## src/rtl/gpif_dir_arbiter_if.sv

```systemverilog
// Handshake bundle between FIFO status logic, the direction
// arbiter and the slave-FIFO sequencer.
interface gpif_dir_arbiter_if;
  logic        rx_req;
  logic        tx_req;
  logic        xfer_beat;
  logic        xfer_done;
  logic        rx_grant;
  logic        tx_grant;
  logic [1:0]  faddr_sel;
  logic        burst_start;
  logic        burst_end_req;
  logic        abort;
  logic        busy;
  logic [15:0] rx_bursts;
  logic [15:0] tx_bursts;
  logic [7:0]  err_count;
  logic [2:0]  dbg_state;

  modport master (
    output rx_req, tx_req,
    output xfer_beat, xfer_done,
    input  rx_grant, tx_grant,
    input  faddr_sel,
    input  burst_start, burst_end_req,
    input  abort, busy,
    input  rx_bursts, tx_bursts,
    input  err_count, dbg_state
  );

  modport slave (
    input  rx_req, tx_req,
    input  xfer_beat, xfer_done,
    output rx_grant, tx_grant,
    output faddr_sel,
    output burst_start, burst_end_req,
    output abort, busy,
    output rx_bursts, tx_bursts,
    output err_count, dbg_state
  );
endinterface

```

## src/rtl/gpif_dir_arbiter.sv

```systemverilog
// RX/TX direction arbiter and burst scheduler for the
// FX3 GPIF-II slave-FIFO data bus.
module gpif_dir_arbiter #(
  parameter logic [1:0] RX_ADDR    = 2'd0,
  parameter logic [1:0] TX_ADDR    = 2'd3,
  parameter int         TURNAROUND = 3,
  parameter int         MAX_BEATS  = 1024,
  parameter int         TIMEOUT    = 4096
) (
  input logic               clk,
  input logic               reset_b,
  gpif_dir_arbiter_if.slave bus
);

  typedef enum logic [2:0] {
    S_IDLE     = 3'd0,
    S_GRANT_RX = 3'd1,
    S_GRANT_TX = 3'd2,
    S_TURN     = 3'd3,
    S_ABORT    = 3'd4
  } state_e;

  localparam int BW = $clog2(MAX_BEATS + 1);
  localparam int SW = $clog2(TIMEOUT);
  localparam logic [BW-1:0] BEAT_MAX = BW'(MAX_BEATS);
  localparam logic [BW-1:0] BEAT_ONE = BW'(1);
  localparam logic [SW-1:0] STALL_LAST = SW'(TIMEOUT - 1);
  localparam logic [SW-1:0] STALL_ONE = SW'(1);
  localparam logic [2:0] TURN_LAST =
    3'((TURNAROUND > 0) ? TURNAROUND - 1 : 0);

  state_e          state_q, state_d;
  state_e          end_st;
  logic            last_tx_q, last_tx_d;
  logic [1:0]      faddr_q, faddr_d;
  logic [BW-1:0]   beat_q, beat_d;
  logic [SW-1:0]   stall_q, stall_d;
  logic [2:0]      turn_q, turn_d;
  logic [15:0]     rx_b_q, rx_b_d;
  logic [15:0]     tx_b_q, tx_b_d;
  logic [7:0]      err_q, err_d;
  logic            start_d;
  logic            in_grant_d;

  logic rx_grant_q, tx_grant_q;
  logic start_q, end_req_q;
  logic abort_q, busy_q;

  always_comb begin
    state_d   = state_q;
    last_tx_d = last_tx_q;
    faddr_d   = faddr_q;
    beat_d    = beat_q;
    stall_d   = stall_q;
    turn_d    = turn_q;
    rx_b_d    = rx_b_q;
    tx_b_d    = tx_b_q;
    err_d     = err_q;
    start_d   = 1'b0;
    end_st    = S_TURN;
    if (TURNAROUND == 0) end_st = S_IDLE;

    unique case (state_q)
      S_IDLE: begin
        // on a tie, serve the direction that did not go last
        if (bus.rx_req && (!bus.tx_req || last_tx_q)) begin
          state_d   = S_GRANT_RX;
          faddr_d   = RX_ADDR;
          last_tx_d = 1'b0;
          beat_d    = '0;
          stall_d   = '0;
          start_d   = 1'b1;
        end else if (bus.tx_req) begin
          state_d   = S_GRANT_TX;
          faddr_d   = TX_ADDR;
          last_tx_d = 1'b1;
          beat_d    = '0;
          stall_d   = '0;
          start_d   = 1'b1;
        end
      end
      S_GRANT_RX, S_GRANT_TX: begin
        if (bus.xfer_beat) begin
          if (beat_q != BEAT_MAX) beat_d = beat_q + BEAT_ONE;
          stall_d = '0;
        end else begin
          stall_d = stall_q + STALL_ONE;
        end
        // completion outranks a watchdog expiry in the same cycle
        if (bus.xfer_done) begin
          state_d = end_st;
          turn_d  = '0;
          if (state_q == S_GRANT_RX) rx_b_d = rx_b_q + 16'd1;
          else                       tx_b_d = tx_b_q + 16'd1;
        end else if (!bus.xfer_beat && stall_q == STALL_LAST) begin
          state_d = S_ABORT;
          if (err_q != 8'hFF) err_d = err_q + 8'd1;
        end
      end
      S_ABORT: begin
        state_d = end_st;
        turn_d  = '0;
      end
      S_TURN: begin
        if (turn_q == TURN_LAST) state_d = S_IDLE;
        else                     turn_d  = turn_q + 3'd1;
      end
      default: state_d = S_IDLE;
    endcase
  end

  assign in_grant_d = (state_d == S_GRANT_RX) ||
                      (state_d == S_GRANT_TX);

  always_ff @(posedge clk or negedge reset_b) begin
    if (!reset_b) begin
      state_q    <= S_IDLE;
      last_tx_q  <= 1'b1;
      faddr_q    <= RX_ADDR;
      beat_q     <= '0;
      stall_q    <= '0;
      turn_q     <= '0;
      rx_b_q     <= '0;
      tx_b_q     <= '0;
      err_q      <= '0;
      rx_grant_q <= 1'b0;
      tx_grant_q <= 1'b0;
      start_q    <= 1'b0;
      end_req_q  <= 1'b0;
      abort_q    <= 1'b0;
      busy_q     <= 1'b0;
    end else begin
      state_q    <= state_d;
      last_tx_q  <= last_tx_d;
      faddr_q    <= faddr_d;
      beat_q     <= beat_d;
      stall_q    <= stall_d;
      turn_q     <= turn_d;
      rx_b_q     <= rx_b_d;
      tx_b_q     <= tx_b_d;
      err_q      <= err_d;
      rx_grant_q <= (state_d == S_GRANT_RX);
      tx_grant_q <= (state_d == S_GRANT_TX);
      start_q    <= start_d;
      end_req_q  <= in_grant_d && (beat_d >= BEAT_MAX);
      abort_q    <= (state_d == S_ABORT);
      busy_q     <= (state_d != S_IDLE);
    end
  end

  assign bus.rx_grant      = rx_grant_q;
  assign bus.tx_grant      = tx_grant_q;
  assign bus.faddr_sel     = faddr_q;
  assign bus.burst_start   = start_q;
  assign bus.burst_end_req = end_req_q;
  assign bus.abort         = abort_q;
  assign bus.busy          = busy_q;
  assign bus.rx_bursts     = rx_b_q;
  assign bus.tx_bursts     = tx_b_q;
  assign bus.err_count     = err_q;
  assign bus.dbg_state     = state_q;

endmodule

```

## src/flat_wrapper.sv

```systemverilog
// flat-port wrapper written by rule: the top's interface ports become plain ports
module gpif_dir_arbiter_flat 
#(
  parameter logic [1:0] RX_ADDR    = 2'd0,
  parameter logic [1:0] TX_ADDR    = 2'd3,
  parameter int         TURNAROUND = 3,
  parameter int         MAX_BEATS  = 1024,
  parameter int         TIMEOUT    = 4096
)
  (clk, reset_b, bus_rx_req, bus_tx_req, bus_xfer_beat, bus_xfer_done, bus_rx_grant, bus_tx_grant, bus_faddr_sel, bus_burst_start, bus_burst_end_req, bus_abort, bus_busy, bus_rx_bursts, bus_tx_bursts, bus_err_count, bus_dbg_state);
  gpif_dir_arbiter_if bus_i ();
  input logic clk;
  input logic reset_b;
  input wire logic [$bits(bus_i.rx_req)-1:0] bus_rx_req;
  input wire logic [$bits(bus_i.tx_req)-1:0] bus_tx_req;
  input wire logic [$bits(bus_i.xfer_beat)-1:0] bus_xfer_beat;
  input wire logic [$bits(bus_i.xfer_done)-1:0] bus_xfer_done;
  output wire logic [$bits(bus_i.rx_grant)-1:0] bus_rx_grant;
  output wire logic [$bits(bus_i.tx_grant)-1:0] bus_tx_grant;
  output wire logic [$bits(bus_i.faddr_sel)-1:0] bus_faddr_sel;
  output wire logic [$bits(bus_i.burst_start)-1:0] bus_burst_start;
  output wire logic [$bits(bus_i.burst_end_req)-1:0] bus_burst_end_req;
  output wire logic [$bits(bus_i.abort)-1:0] bus_abort;
  output wire logic [$bits(bus_i.busy)-1:0] bus_busy;
  output wire logic [$bits(bus_i.rx_bursts)-1:0] bus_rx_bursts;
  output wire logic [$bits(bus_i.tx_bursts)-1:0] bus_tx_bursts;
  output wire logic [$bits(bus_i.err_count)-1:0] bus_err_count;
  output wire logic [$bits(bus_i.dbg_state)-1:0] bus_dbg_state;
  assign bus_i.rx_req = bus_rx_req;
  assign bus_i.tx_req = bus_tx_req;
  assign bus_i.xfer_beat = bus_xfer_beat;
  assign bus_i.xfer_done = bus_xfer_done;
  assign bus_rx_grant = bus_i.rx_grant;
  assign bus_tx_grant = bus_i.tx_grant;
  assign bus_faddr_sel = bus_i.faddr_sel;
  assign bus_burst_start = bus_i.burst_start;
  assign bus_burst_end_req = bus_i.burst_end_req;
  assign bus_abort = bus_i.abort;
  assign bus_busy = bus_i.busy;
  assign bus_rx_bursts = bus_i.rx_bursts;
  assign bus_tx_bursts = bus_i.tx_bursts;
  assign bus_err_count = bus_i.err_count;
  assign bus_dbg_state = bus_i.dbg_state;
  gpif_dir_arbiter #(.RX_ADDR(RX_ADDR), .TX_ADDR(TX_ADDR), .TURNAROUND(TURNAROUND), .MAX_BEATS(MAX_BEATS), .TIMEOUT(TIMEOUT)) u_core (.clk(clk), .reset_b(reset_b), .bus(bus_i));
endmodule
```

## config.mk

```make
export PLATFORM = sky130hd
export DESIGN_NAME = gpif_dir_arbiter_flat
export DESIGN_NICKNAME = d
export VERILOG_FILES = /design/src/rtl/gpif_dir_arbiter_if.sv /design/src/rtl/gpif_dir_arbiter.sv /design/src/flat_wrapper.sv
export SDC_FILE = /design/constraint.sdc
export NUM_CORES = 1
export LEC_CHECK = 0
export ABC_CLOCK_PERIOD_IN_PS = 4050
export CAP_MARGIN = 30
export CORE_MARGIN = 1
export CORE_UTILIZATION = 50
export DETAILED_ROUTE_END_ITERATION = 10
export GPL_TIMING_DRIVEN = 0
export PLACE_DENSITY_LB_ADDON = 0.05
export RECOVER_POWER = 100
export REMOVE_ABC_BUFFERS = 1
export SLEW_MARGIN = 10
export SYNTH_ARGS = -nofsm -noshare
export SYNTH_HDL_FRONTEND = slang
export SYNTH_SLANG_ARGS = --single-unit
```

## constraint.sdc

```tcl
create_clock -name clk -period 4.05 [get_ports clk]
set_input_delay 0.81 -clock clk [delete_from_list [all_inputs] [get_ports clk]]
set_output_delay 0.81 -clock clk [all_outputs]
set_load 0.1 [all_outputs]
```

Fig. 1: run 1, clock nets
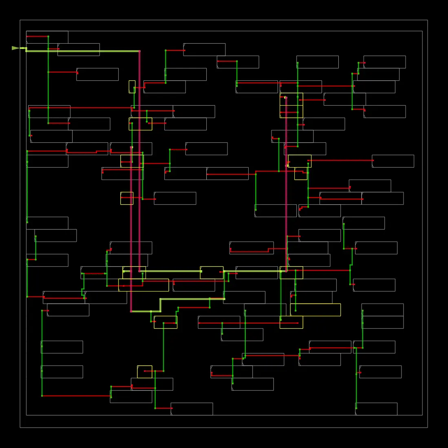
Late-Pin Clk Latency: 340 ps
total CTS buffers: 9

Fig. 2: run 1, M1 wires
Supply wires on this layer in gray.
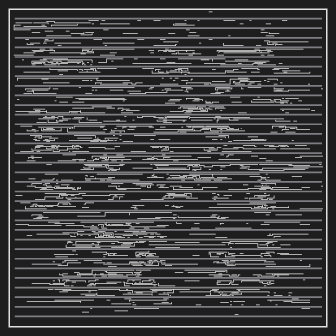
share of all routed wire: 49%
nets with wire on the layer: 385

Fig. 3: run 1, metal 3
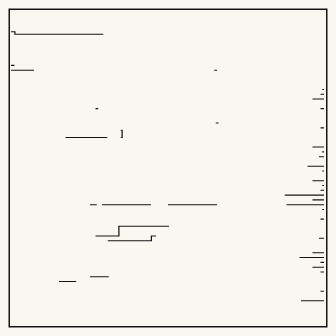
wire length on this layer: 190 um
share of all routed wire: 2.5%
nets with wire on the layer: 34

==> run 1: metrics by stage <==
| stage | setup WS, ps | cells |
|---|---|---|
| 6_report | 1010 | 527 |
| 5_1_grt | 853 | 527 |
| 4_1_cts | 1010 | 527 |
| 3_5_place_dp | 660 | 511 |
| 3_3_place_gp | -556 | 509 |
| 2_1_floorplan | 901 | 354 |
==> run 1: flip-flops by register name, summed over array words and instances (netlist names), 3 cells and up, named ones only <==
signal                cells
u_core.bus.err_count      8
u_core.beat_q             4
u_core.bus.tx_bursts     16
u_core.stall_q           12
u_core.bus.dbg_state      3
u_core.bus.rx_bursts     16
u_core.turn_q             3
==> results.json, run 1 <==
{
  "status": "finished clean",
  "inverters": 9,
  "lay_top_cells": "dfrtp_1 (76), dlygate4sd3_1 (54), nand2_1 (43)",
  "grtUsageMet3": 0.0305,
  "met2WireLength_mm": 3.56,
  "logic_family": "simple AND/OR/NAND/NOR gates",
  "drv_slew": 0,
  "numSynthFlops": 77,
  "power_density_mw_per_mm2": 644,
  "relSlewSlack": 0.00920,
  "nonClkBufAreaFrac": 0.123,
  "power_w": 0.00296,
  "ctsRootBufferMaster": "clkbuf_8",
  "place_congestion": 0.835,
  "synth_top_flop_cell": "dfrtp_1",
  "die_x_um": 89.5,
  "top_power_group": "combinational logic",
  "cts_tree": "yes",
  "worstSetupPathDepth": 1,
  "drive_gt1_frac": 0.0748,
  "switchingPower_w": 0.00137,
  "nFillCells": 613,
  "pwr-share-clk": 0.219,
  "port-buffer-count": 56,
  "area_delta_synth_final_pct": 20.1,
  "cp_num_buf_inv": 1,
  "hold_viol_final": 0,
  "crit_path_start": "u_core.bus.dbg_state[1]$_DFF_PN0_",
  "combPwrFrac": 0.431,
  "fp.dieH_um": 89.5,
  "fp_util": 0.522,
  "period_minus_slack_ps": 3040,
  "wl_mm": 7.52,
  "fin_area_sq_mm": 0.00459,
  "aoi_share": 0.115,
  "hold_buffers": 0,
  "nWellTaps": 99,
  "cts_resized": 0,
  "ant_nets": 0,
  "p_leak_nw": 2.07,
  "logic_gates": 268,
  "ys_cells": 365,
  "worstPathArrival_ps": 2230,
  "dp_hpwl_mm": 5.30,
  "ys_seq_share": 0.504,
  "seq_area_frac": 0.420,
  "setup_viol": 0,
  "edf_count": 0,
  "antenna_found_initial": 0,
  "wl_met1_mm": 3.65,
  "slowest_delay_ps": 1270,
  "syn_area_per_cell_sq_um": 10.5,
  "p_int_w": 0.00159,
  "crit_type": "reg2out",
  "largestClassByArea": "sequential cells",
  "final_util": 0.627,
  "rrSetupSlack_ps": 1300,
  "grt_overflow": 0,
  "first_pass_iters": 4
}
## Run 2: what changed since run 1
--- a/config.mk
+++ b/config.mk
@@ -5,10 +5,10 @@
 export SDC_FILE = /design/constraint.sdc
 export NUM_CORES = 1
 export LEC_CHECK = 0
-export ABC_CLOCK_PERIOD_IN_PS = 4050
+export ABC_CLOCK_PERIOD_IN_PS = 2400
 export CAP_MARGIN = 30
 export CORE_MARGIN = 1
-export CORE_UTILIZATION = 50
+export CORE_UTILIZATION = 49
 export DETAILED_ROUTE_END_ITERATION = 10
 export GPL_TIMING_DRIVEN = 0
 export PLACE_DENSITY_LB_ADDON = 0.05
==> constraint.sdc (replaced) <==
create_clock -name clk -period 2.4 [get_ports clk]
set_input_delay 0.48 -clock clk [delete_from_list [all_inputs] [get_ports clk]]
set_output_delay 0.48 -clock clk [all_outputs]
set_load 0.1 [all_outputs]
Fig. 4: run 2, M1 wires
Supply wires on this layer in gray.
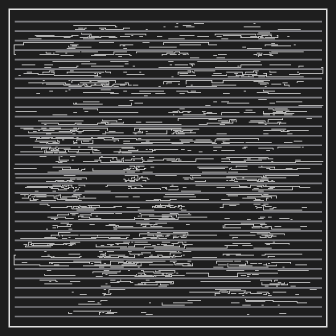
nets with wire on the layer: 383
longest straight run: 22.1 um

Fig. 5: run 2, metal 3
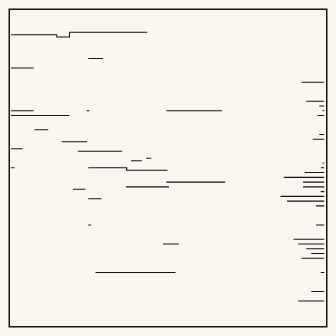
wire length on this layer: 321 um
share of all routed wire: 4.4%

==> run 2 against run 1 <==
Compared with the run above:
- sequential share of layout area is 0.55 points lower
- non-clock buffer count is 2 higher
- die area is 2.0% higher
- critical path type unchanged
- critical endpoint is now bus_err_count[1]
- largest cell class unchanged
==> results.json, run 2 <==
{
  "crit_path_start": "u_core.bus.err_count[1]$_DFFE_PN0P_",
  "synth.cell_area_sq_mm": 0.00382,
  "power_w": 0.00495,
  "nFillCells": 631,
  "hold_viol_final": 0,
  "dp_slack_ps": -616,
  "placedCellCount": 511,
  "syn_area_per_cell_sq_um": 10.5,
  "aoi_share": 0.115,
  "grt_overflow": 0,
  "met2WireLength_mm": 3.42,
  "cts_buffers": 9,
  "drive_gt1_frac": 0.0984,
  "edf_count": 0,
  "ys_seq_share": 0.504,
  "grtUsageMet3": 0.0337,
  "pwr-share-clk": 0.191,
  "clkCellAreaFrac": 0.0401,
  "cp_num_buf_inv": 1,
  "fp_util": 0.516,
  "power_density_mw_per_mm2": 1060,
  "combPwrFrac": 0.456,
  "die_area_sq_mm": 0.00816,
  "nonClkBufAreaFrac": 0.125,
  "fp.dieH_um": 90.4,
  "p_leak_nw": 2.25,
  "dp_hpwl_mm": 5.26,
  "wl_per_cell_um": 14.0,
  "clk_pin_slew_ps": 70,
  "inverters": 9,
  "final_cell_count_no_fill": 526,
  "tool_warnings": 27,
  "seq_area_frac": 0.414,
  "first_pass_iters": 4,
  "place_congestion": 0.811,
  "area_delta_synth_final_pct": 21.7,
  "p_int_w": 0.00264,
  "largestClassByArea": "sequential cells",
  "ys_cells": 365,
  "fin_area_sq_mm": 0.00465,
  "logic_family": "simple AND/OR/NAND/NOR gates",
  "numSynthFlops": 77,
  "crit_type": "reg2out",
  "logic_gates": 268,
  "port-buffer-count": 56,
  "peakVddDrop_uv": 432,
  "worstSetupPathDepth": 1,
  "drv_slew": 0,
  "netlist_top_cells_count": "dfrtp_1 (76), nand2_1 (43), o21ai_0 (30)",
  "period_minus_slack_ps": 2370,
  "ys_sh_adder": 0.0262,
  "setup_viol": 0,
  "switchingPower_w": 0.00231,
  "lay_top_cells": "dfrtp_1 (76), nand2_1 (43), o21ai_0 (30)",
  "worstSkewPairLatency_ps": 340,
  "fmax_ghz": 0.423,
  "nWellTaps": 99,
  "final_util": 0.628,
  "cts_tree": "yes",
  "slowest_delay_ps": 1150,
  "hold_buffers": 0,
  "wl_mm": 7.37,
  "wl_met1_mm": 3.54,
  "ant_nets": 0,
  "ctsRootBufferMaster": "clkbuf_8",
  "yosys_area_sq_mm": 0.00382,
  "worstPathArrival_ps": 1890,
  "crit_slowest_cell": "clkdlybuf4s50_1",
  "status": "finished clean"
}
[run 2: cell counts after synthesis]
No cell type changed its count.
[run 2: power groups by stage]
stage | Clock (W) | Combinational [W] | Sequential [W]
after detailed placement | 0 | 0.00230 | 0.00178
after floorplan | 0 | 0.000836 | 0.00262
after global placement | 0 | 0.00223 | 0.00176
after global routing | 0.00103 | 0.00244 | 0.00180
final | 0.000947 | 0.00226 | 0.00175
after CTS | 0.000974 | 0.00228 | 0.00175
[run 2: logic make-up after synthesis]
family,after synthesis
AOI/OAI and AO/OA,66
adders and majority gates,8
muxes,4
DFF,77
xor gates and xnor gates,38
buffers and inverters,20
and+or+nand+nor,152
[run 2: repair_timing]
action,4_1_cts,5_1_grt
pin swaps,0,0
endpoints found under the setup margin,29,26
resized,22,18
buffers inserted,0,2
## Run 3: what changed since run 2
--- a/config.mk
+++ b/config.mk
@@ -8,11 +8,11 @@
 export ABC_CLOCK_PERIOD_IN_PS = 2400
 export CAP_MARGIN = 30
 export CORE_MARGIN = 1
-export CORE_UTILIZATION = 49
+export CORE_UTILIZATION = 50
 export DETAILED_ROUTE_END_ITERATION = 10
+export DONT_BUFFER_PORTS = 1
 export GPL_TIMING_DRIVEN = 0
 export PLACE_DENSITY_LB_ADDON = 0.05
-export RECOVER_POWER = 100
 export REMOVE_ABC_BUFFERS = 1
 export SLEW_MARGIN = 10
 export SYNTH_ARGS = -nofsm -noshare
Fig. 6: run 3, clock nets
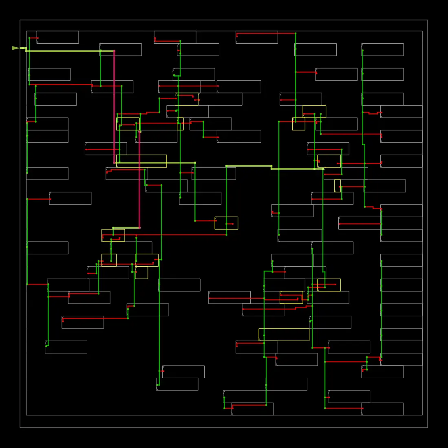
Clock Skew: 10.5 ps
Late-Pin Clk Latency: 350 ps
CLK BUF: 11

Fig. 7: run 3, signal metal coverage by tile
The bar under the picture is 20 um long. The die is cut into 18 by 18 equal tiles; dark purple is low, yellow is high, scaled to the fullest tile. Values are wire area over tile area, all layers added.
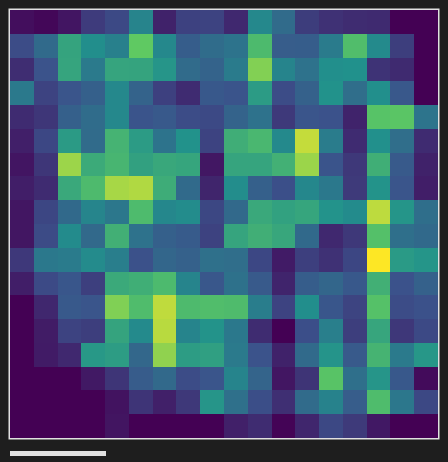
nearly empty tiles: 8.6%
fullest tile: 0.43
mean over tiles: 0.15
tiles over half the peak: 24%
emptiest ninth of the die: south-west

==> run 3 against run 2 <==
Compared with the run above:
- core utilization decreased by 2.3 points
- wire length increased by 3.2%
- non-clock buffer count decreased by 40
- global-route usage decreased by 0.18 points
- hold slack got worse by 310 ps
- combinational power decreased by about 40%
- sequential share of layout area increased by 2.2 points
- via count decreased by 4.6%
- die area decreased by 1.9%
- largest cell class unchanged
- highest routed layer unchanged
==> results.json, run 3 <==
{
  "status": "finished clean",
  "tool_warnings": 27,
  "netlist_top_cells_count": "dfrtp_1 (76), nand2_1 (43), o21ai_0 (30)",
  "worstPathArrival_ps": 2510,
  "synth.cell_area_sq_mm": 0.00382,
  "drive_gt1_frac": 0.149,
  "power_w": 0.00501,
  "postCtsSetupBuffers": 0,
  "edf_count": 0,
  "power_density_mw_per_mm2": 1130,
  "rrSetupSlack_ps": 90,
  "ys_cells": 365,
  "wl_met1_mm": 3.57,
  "die_x_um": 89.5,
  "crit_slowest_cell": "dfrtp_1",
  "fp.dieH_um": 89.5,
  "crit_type": "reg2reg",
  "lay_top_count": "dfrtp_1",
  "placedCellCount": 463,
  "port-buffer-count": 0,
  "layout_setup_ws_ps": 91.3,
  "clkCellAreaFrac": 0.0485,
  "nFillCells": 599,
  "cts_buffers": 9,
  "nWellTaps": 99,
  "grtUsageTotal": 0.196,
  "worstSetupPathDepth": 5,
  "p_leak_nw": 1.89,
  "met2WireLength_mm": 3.72,
  "setup_viol": 0,
  "ys_seq_share": 0.504,
  "fmax_ghz": 0.433,
  "combPwrFrac": 0.272,
  "hold_buffers": 1,
  "final_util": 0.605,
  "start_kind": "flop",
  "numSynthFlops": 77,
  "first_pass_iters": 5,
  "slowest_delay_ps": 980,
  "cp.required_ps": 2600,
  "nonClkBufAreaFrac": 0.0703,
  "crit_path_start": "u_core.bus.rx_bursts[2]$_DFFE_PN0P_",
  "ant_nets": 0,
  "dp_hpwl_mm": 5.06,
  "drv_slew": 0,
  "switchingPower_w": 0.00237,
  "wl_mm": 7.61,
  "logic_gates": 268,
  "die_area_sq_mm": 0.00800,
  "lay_top_cells": "dfrtp_1 (71), nand2_1 (43), o21ai_0 (30)",
  "yosys_area_sq_mm": 0.00382,
  "relSlewSlack": 0.314,
  "syn_area_per_cell_sq_um": 10.5,
  "cts_resized": 7,
  "place_congestion": 0.791,
  "wl_per_cell_um": 15.6,
  "period_minus_slack_ps": 2310,
  "largestClassByArea": "sequential cells",
  "pwr-share-clk": 0.214,
  "p_int_w": 0.00264,
  "met1_usage": 0.257,
  "inverters": 9,
  "grtUsageMet3": 0.0489,
  "fp_util": 0.522,
  "grt_overflow": 0,
  "drt_iter0_drc": 121,
  "fin_area_sq_mm": 0.00443,
  "peakVddDrop_uv": 519,
  "drc": 0,
  "synth_top_flop_cell": "dfrtp_1",
  "hold_viol_final": 0,
  "cp_num_buf_inv": 1,
  "cts_tree": "yes",
  "synth_top_cell_by_area": "dfrtp_1",
  "area_delta_synth_final_pct": 15.9,
  "antenna_found_initial": 0,
  "dp_slack_ps": -354,
  "ctsRootBufferMaster": "clkbuf_8",
  "seq_area_frac": 0.436,
  "final_cell_count_no_fill": 489
}
[run 3: cell counts after synthesis]
No cell type changed its count.
[run 3: cells by family (layout without fill, tap and decap cells)]
family | count (synthesis) | after routing | share of synthesized area
XOR/XNOR | 38 | 38 | 0.0870
AND/OR/NAND/NOR | 152 | 152 | 0.224
AND-OR/OR-AND | 66 | 66 | 0.115
buffers and inverters | 20 | 45 | 0.0321
adder cells (fa/ha/maj) | 8 | 8 | 0.0262
flip-flops | 77 | 77 | 0.504
multiplexers | 4 | 4 | 0.0118
[run 3: power by group through the flow]
stage                     Combinational (W)  Sequential [W]  Clock (W)
after global routing                0.00152         0.00262    0.00114
final                               0.00136         0.00258    0.00107
after detailed placement            0.00130         0.00259          0
after global placement              0.00103         0.00268          0
after CTS                           0.00135         0.00257    0.00110
after floorplan                    0.000836         0.00262          0
Power and IR drop assume default switching activity.
